Fig. 1: run 1, the metal 1 layer
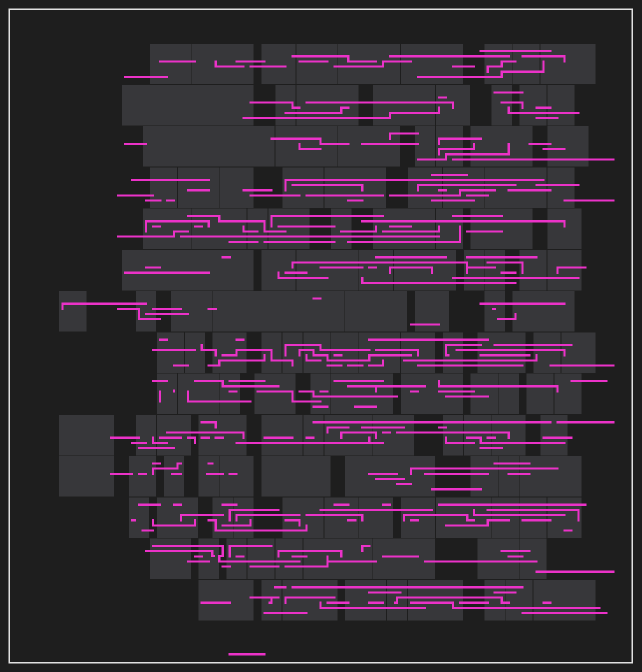
Fig. 2: run 1, the metal 2 layer
Scale bar: 10 um.
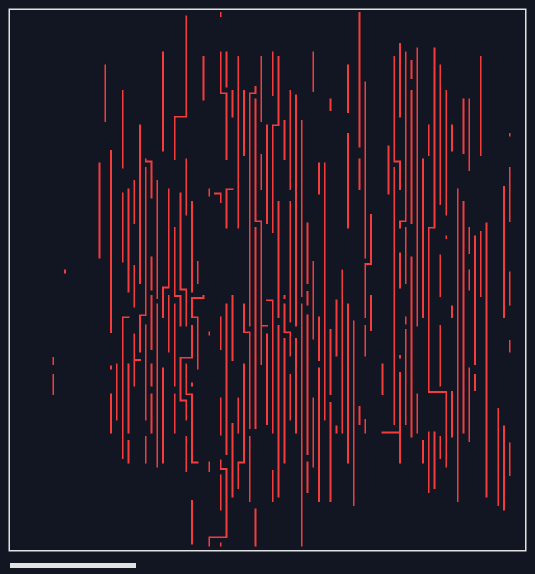
Fig. 3: run 1, metal 3
Scale bar: 10 um.
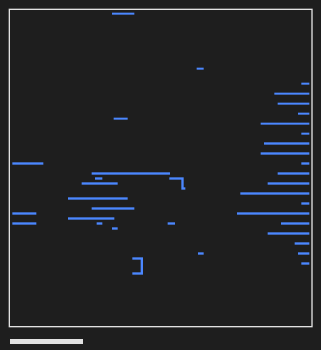
Fig. 4: run 1, the clock network
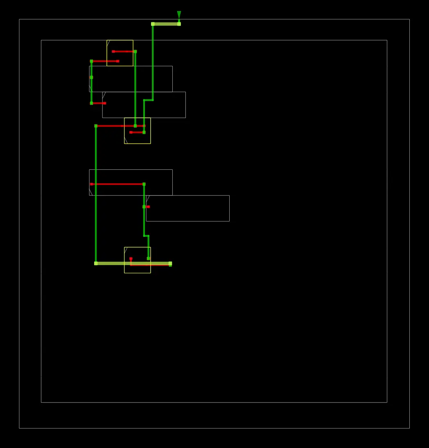
$ cat config.mk
export PLATFORM = sky130hd
export DESIGN_NAME = control_unit
export DESIGN_NICKNAME = d
export VERILOG_FILES = /design/src/rtl/cpu_pkg.sv /design/src/rtl/control_unit.sv
export SDC_FILE = /design/constraint.sdc
export NUM_CORES = 1
export LEC_CHECK = 0
export ABC_AREA = 1
export CORE_AREA = 2 2 39 41
export DETAILED_ROUTE_END_ITERATION = 10
export DIE_AREA = 0 0 41 43
export PLACE_DENSITY = 0.78
export SYNTH_ARGS = -nofsm -noshare
export SYNTH_HDL_FRONTEND = slang
export SYNTH_SLANG_ARGS = --single-unit
$ cat constraint.sdc
create_clock -name clk -period 1.15 [get_ports clk]
set_input_delay 0.1725 -clock clk [delete_from_list [all_inputs] [get_ports clk]]
set_output_delay 0.1725 -clock clk [all_outputs]
set_load 0.01 [all_outputs]
$ cat src/rtl/cpu_pkg.sv
// cpu_pkg: shared opcode, ALU op, mux select and control-state definitions for the multicycle CPU.
package cpu_pkg;
  localparam logic [3:0] OP_LW      = 4'b1000;
  localparam logic [3:0] OP_SW      = 4'b1001;
  localparam logic [3:0] OP_BEQ     = 4'b1010;
  localparam logic [3:0] OP_J       = 4'b1011;
  localparam logic [3:0] OP_HALT    = 4'b1111;
  localparam logic [3:0] OP_ILL_R   = 4'b0111;
  localparam logic [2:0] ALU_MOV    = 3'b000;
  localparam logic [2:0] ALU_NOT    = 3'b001;
  localparam logic [2:0] ALU_ADD    = 3'b010;
  localparam logic [2:0] ALU_SUB    = 3'b011;
  localparam logic [2:0] ALU_OR     = 3'b100;
  localparam logic [2:0] ALU_AND    = 3'b101;
  localparam logic [2:0] ALU_SLT    = 3'b110;
  localparam logic [1:0] SRC_B_REG  = 2'b00;
  localparam logic [1:0] SRC_B_FOUR = 2'b01;
  localparam logic [1:0] SRC_B_IMM  = 2'b10;
  localparam logic [1:0] SRC_B_IMM2 = 2'b11;
  localparam logic [1:0] PC_ALU     = 2'b00;
  localparam logic [1:0] PC_ALUOUT  = 2'b01;
  localparam logic [1:0] PC_JUMP    = 2'b10;
  typedef enum logic [3:0] {
    S_FETCH     = 4'd0,
    S_DECODE    = 4'd1,
    S_EXECUTE   = 4'd2,
    S_ALU_WB    = 4'd3,
    S_MEM_ADDR  = 4'd4,
    S_MEM_READ  = 4'd5,
    S_MEM_WB    = 4'd6,
    S_MEM_WRITE = 4'd7,
    S_BRANCH    = 4'd8,
    S_JUMP      = 4'd9,
    S_HALT      = 4'd10
  } state_t;
  typedef struct packed {
    logic [2:0] alu_op;
    logic       alu_src_a;
    logic [1:0] alu_src_b;
    logic [1:0] pc_source;
    logic       pc_write;
    logic       pc_write_cond;
    logic       ior_d;
    logic       mem_read;
    logic       mem_write;
    logic       ir_write;
    logic       reg_write;
    logic       mem_to_reg;
    logic       reg_dst;
    logic       halted;
  } ctrl_t;
  function automatic logic is_rtype(input logic [3:0] op);
    return !op[3] && op != OP_ILL_R;
  endfunction
endpackage

$ cat src/rtl/control_unit.sv
// control_unit: multicycle CPU control FSM driving ALU op, datapath muxes and enables.
// Ports: clk, reset (sync, active-high), opcode (IR[31:28]), zero (ALU flag) in;
// alu_op, alu_src_a, alu_src_b, pc_source, pc_en, ior_d, mem_read, mem_write,
// ir_write, reg_write, mem_to_reg, reg_dst, halted, state (debug) out.
module control_unit
  import cpu_pkg::*;
#(
  parameter int STATE_W = 4
) (
  input  logic               clk,
  input  logic               reset,
  input  logic [3:0]         opcode,
  input  logic               zero,
  output logic [2:0]         alu_op,
  output logic               alu_src_a,
  output logic [1:0]         alu_src_b,
  output logic [1:0]         pc_source,
  output logic               pc_en,
  output logic               ior_d,
  output logic               mem_read,
  output logic               mem_write,
  output logic               ir_write,
  output logic               reg_write,
  output logic               mem_to_reg,
  output logic               reg_dst,
  output logic               halted,
  output logic [STATE_W-1:0] state
);
  state_t state_q, state_d;
  ctrl_t  raw, ctl;
  always_ff @(posedge clk) begin
    if (reset) state_q <= S_FETCH;
    else       state_q <= state_d;
  end
  always_comb begin
    state_d = state_q;
    case (state_q)
      S_FETCH:     state_d = S_DECODE;
      S_DECODE:    state_d = is_rtype(opcode) ? S_EXECUTE :
                             (opcode == OP_LW || opcode == OP_SW) ? S_MEM_ADDR :
                             opcode == OP_BEQ  ? S_BRANCH :
                             opcode == OP_J    ? S_JUMP :
                             opcode == OP_HALT ? S_HALT : S_FETCH;
      S_EXECUTE:   state_d = S_ALU_WB;
      S_MEM_ADDR:  state_d = opcode == OP_LW ? S_MEM_READ : S_MEM_WRITE;
      S_MEM_READ:  state_d = S_MEM_WB;
      S_HALT:      state_d = S_HALT;
      default:     state_d = S_FETCH;
    endcase
  end
  always_comb begin
    raw = '0;
    case (state_q)
      S_FETCH: begin
        raw.mem_read  = 1'b1;
        raw.ir_write  = 1'b1;
        raw.alu_src_b = SRC_B_FOUR;
        raw.alu_op    = ALU_ADD;
        raw.pc_source = PC_ALU;
        raw.pc_write  = 1'b1;
      end
      S_DECODE: begin
        raw.alu_src_b = SRC_B_IMM2;
        raw.alu_op    = ALU_ADD;
      end
      S_EXECUTE: begin
        raw.alu_src_a = 1'b1;
        raw.alu_src_b = SRC_B_REG;
        raw.alu_op    = opcode[2:0];
      end
      S_ALU_WB: begin
        raw.reg_write = 1'b1;
        raw.reg_dst   = 1'b1;
      end
      S_MEM_ADDR: begin
        raw.alu_src_a = 1'b1;
        raw.alu_src_b = SRC_B_IMM;
        raw.alu_op    = ALU_ADD;
      end
      S_MEM_READ: begin
        raw.mem_read = 1'b1;
        raw.ior_d    = 1'b1;
      end
      S_MEM_WB: begin
        raw.reg_write  = 1'b1;
        raw.mem_to_reg = 1'b1;
      end
      S_MEM_WRITE: begin
        raw.mem_write = 1'b1;
        raw.ior_d     = 1'b1;
      end
      S_BRANCH: begin
        raw.alu_src_a     = 1'b1;
        raw.alu_src_b     = SRC_B_REG;
        raw.alu_op        = ALU_SUB;
        raw.pc_write_cond = 1'b1;
        raw.pc_source     = PC_ALUOUT;
      end
      S_JUMP: begin
        raw.pc_write  = 1'b1;
        raw.pc_source = PC_JUMP;
      end
      S_HALT:  raw.halted = 1'b1;
      default: raw = '0;
    endcase
  end
  // Reset gates every output combinationally so an aborted instruction can
  // never assert an enable in a cycle where reset is high.
  assign ctl        = reset ? '0 : raw;
  assign alu_op     = ctl.alu_op;
  assign alu_src_a  = ctl.alu_src_a;
  assign alu_src_b  = ctl.alu_src_b;
  assign pc_source  = ctl.pc_source;
  assign pc_en      = ctl.pc_write | (ctl.pc_write_cond & zero);
  assign ior_d      = ctl.ior_d;
  assign mem_read   = ctl.mem_read;
  assign mem_write  = ctl.mem_write;
  assign ir_write   = ctl.ir_write;
  assign reg_write  = ctl.reg_write;
  assign mem_to_reg = ctl.mem_to_reg;
  assign reg_dst    = ctl.reg_dst;
  assign halted     = ctl.halted;
  assign state      = reset ? '0 : STATE_W'(state_q);
endmodule

==> Changelog: implementation, run 1 <==
### Physical design

- Num rows: 14
- Die Ht: 43 um
- Critical Path Start: state_q[2]
- WP data arrival: 1.34 ns
- Post-layout util: 0.732
- Worst setup margin: -0.362 ns
- Ant. Diodes: 0
- Post-synth area hogs: dfxtp_1 18%, nor2_1 16%, nand2_1 14%, inv_1 9.9%, a21oi_1 5.5%
- Slew headroom: 0.867
- Met3 Wirelength: 131 um
- Dominant logic cell type in the layout: buf_2
- Comb area leader: simple AND/OR/NAND/NOR gates
- CTS Buf Count: 3
- Met1 Wirelength: 844 um
- Core Util at FP: 0.327
- # setup viols final: 23
- Synth Register Bits: 4
- Switch share: 0.397
- Fill count: 112
- Log Warnings: 29
- Initial antenna violation count: 0
- Core area: 1380 um^2
- Kind of critical path: reg -> out
- # IOs: 28
- Initial DRC Count: 15
- Power in sequential cells: 0.169 mW
- Total negative slack: -4.74 ns
- Post-synth mux share: 0
- Hold Crit Depth: 5
- Power Internal: 0.453 mW
- Skew-Pair Late Insertion Delay: 0.24 ns
- Vias in the first global route: 732
- Sequential share of cell area: 0.0938
- Fmax: 661 MHz
- Tightest Pin Transition: 0.198 ns
- Setup bufs post-CTS: 3
- Buffering overhead: 0.386
- Crit-path slowest cell: dfxtp_4
- Status: complete, but fails checks
- Unrepaired setup endpoints after global routing: yes
- Adder Share, Synth: 0
- Cell area after synthesis: 453 um^2
- Share of cells above drive strength 1: 0.652
- Area reported by Yosys stat: 453 um^2
- Failing checks: setup timing
- Dpl cells: 144
- Power Clock: 0.176 mW
## Picture notes: Fig. 1
main direction: horizontal
wire length on this layer: 845 um
GR Util met1: 0.219
final WL: 2210 um
via count: 778

## Picture notes: Fig. 2
nets with wire on the layer: 133
longest straight run: 24.8 um
GR Layer Usage met2: 0.444

## Picture notes: Fig. 3
share of all routed wire: 5.9%
wire length on this layer: 131 um
met3 Resource Use GR: 0.0419

## Picture notes: Fig. 4
seq_cells: 4
Num Clock Sinks: 4
clk_skew: 0.00348 ns

Fig. 5: run 1, wiring heat map
Scale bar: 10 um. The die is cut into 8 by 9 equal tiles; dark purple is low, yellow is high, scaled to the fullest tile. Values are wire area over tile area, all layers added.
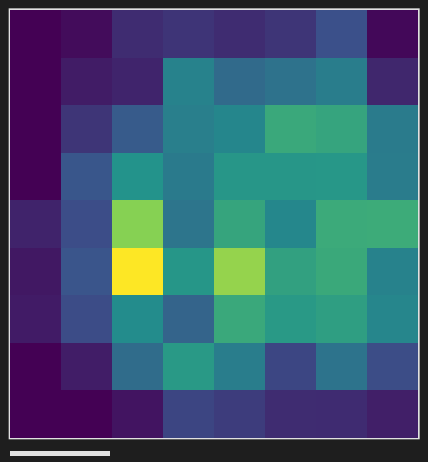

==> inputs of run 2 (changes only) <==
==> constraint.sdc (replaced) <==
create_clock -name clk -period 1.15 [get_ports clk]
set_input_delay 0.23 -clock clk [delete_from_list [all_inputs] [get_ports clk]]
set_output_delay 0.23 -clock clk [all_outputs]
set_load 0.01 [all_outputs]
Fig. 6: run 2, wiring heat map
Scale bar: 10 um. The die is cut into 8 by 9 equal tiles; dark purple is low, yellow is high, scaled to the fullest tile. Values are wire area over tile area, all layers added.
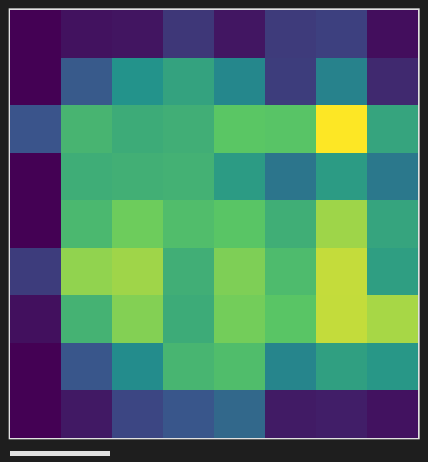
tiles over half the peak: 54%
fullest tile: 0.44
mean over tiles: 0.20
nearly empty tiles: 8.3%
wire length per cell: 14.2 um
final WL: 2240 um
Total GRT Usage: 0.236
via count: 784

Fig. 7: run 2, the metal 1 layer
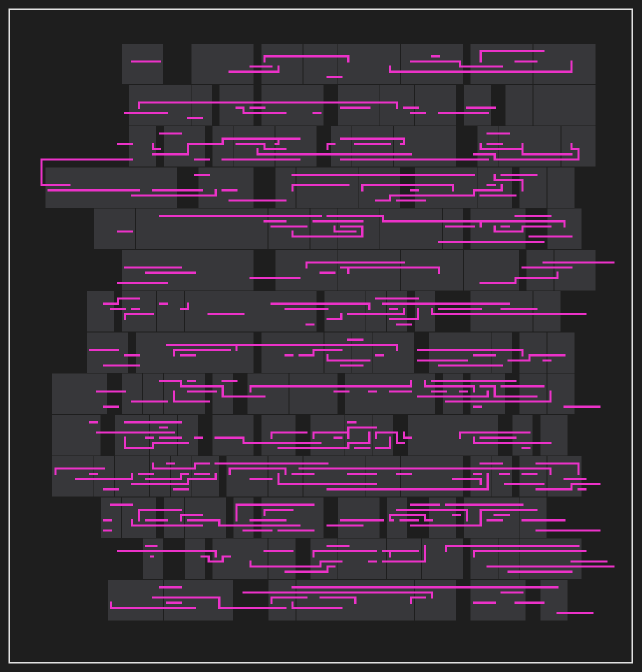
wire length on this layer: 862 um
main direction: horizontal
share of all routed wire: 39%
longest straight run: 17.5 um
nets with wire on the layer: 131
GR Util met1: 0.226

==> run 2 against run 1 <==
The flow still finishes with violations (setup timing). First-iteration DRC count fell by 60%. Sequential power is essentially flat. Fmax down 4.7%. Die area is the same. Utilization increased by 7.0 points. Power rose by 5.8%. Sequential share of layout area fell by 0.81 points. Final area grew 9.5%. Via count up 0.77%. Cell count grew 4.6%. Sequential cell count is the same.
==> Changelog: implementation, run 2 <==
### Physical design

- Failing checks: setup timing
- Tightest Pin Transition: 0.197 ns (-0.000307 ns)
- Switch share: 0.392 (-0.00489)
- Log Warnings: 29 (unchanged)
- Power Clock: 0.173 mW (about the same)
- Total negative slack: -5.88 ns (-1.14 ns)
- Crit-path slowest cell: dfxtp_4
- Sequential share of cell area: 0.0857 (-0.00814)
- CTS Buf Count: 3 (unchanged)
- Buffering overhead: 0.406 (+0.0194)
- Power Internal: 0.484 mW (+6.7%)
- Die Ht: 43 um (unchanged)
- Setup bufs post-CTS: 4 (+1)
- Vias in the first global route: 726 (-0.82%)
- Dpl cells: 145 (+0.69%)
- GR Layer Usage met2: 0.475 (+0.0313)
- Post-synth area hogs: dfxtp_1 18%, nor2_1 16%, nand2_1 14%, inv_1 9.9%, a21oi_1 5.5%
- Power in sequential cells: 0.167 mW (about the same)
- Worst setup margin: -0.437 ns (-0.0749 ns)
- Initial DRC Count: 6 (-9)
- # setup viols final: 22 (-4.3%)
- Cell area after synthesis: 453 um^2 (unchanged)
- Fmax: 630 MHz (-4.7%)
- Status: complete, but fails checks
- Clk_skew: 0.000371 ns (-0.00311 ns)
- Post-layout util: 0.802 (+0.0696)
- Met3 Wirelength: 110 um (-16%)
- Seq_cells: 4 (unchanged)
- Unrepaired setup endpoints after global routing: yes
- Skew-Pair Late Insertion Delay: 0.23 ns (about the same)
- Core area: 1380 um^2 (unchanged)
- Initial antenna violation count: 0 (unchanged)
- Share of cells above drive strength 1: 0.704 (+0.0524)
- Ant. Diodes: 0 (unchanged)
- Hold Crit Depth: 4 (-1)
- Met3 Resource Use GR: 0.0157 (-0.0262)
- Core Util at FP: 0.327 (unchanged)
- Fill count: 98 (-13%)
- Comb area leader: simple AND/OR/NAND/NOR gates
- # IOs: 28 (unchanged)
- Dominant logic cell type in the layout: buf_4
Power and IR drop assume default switching activity.
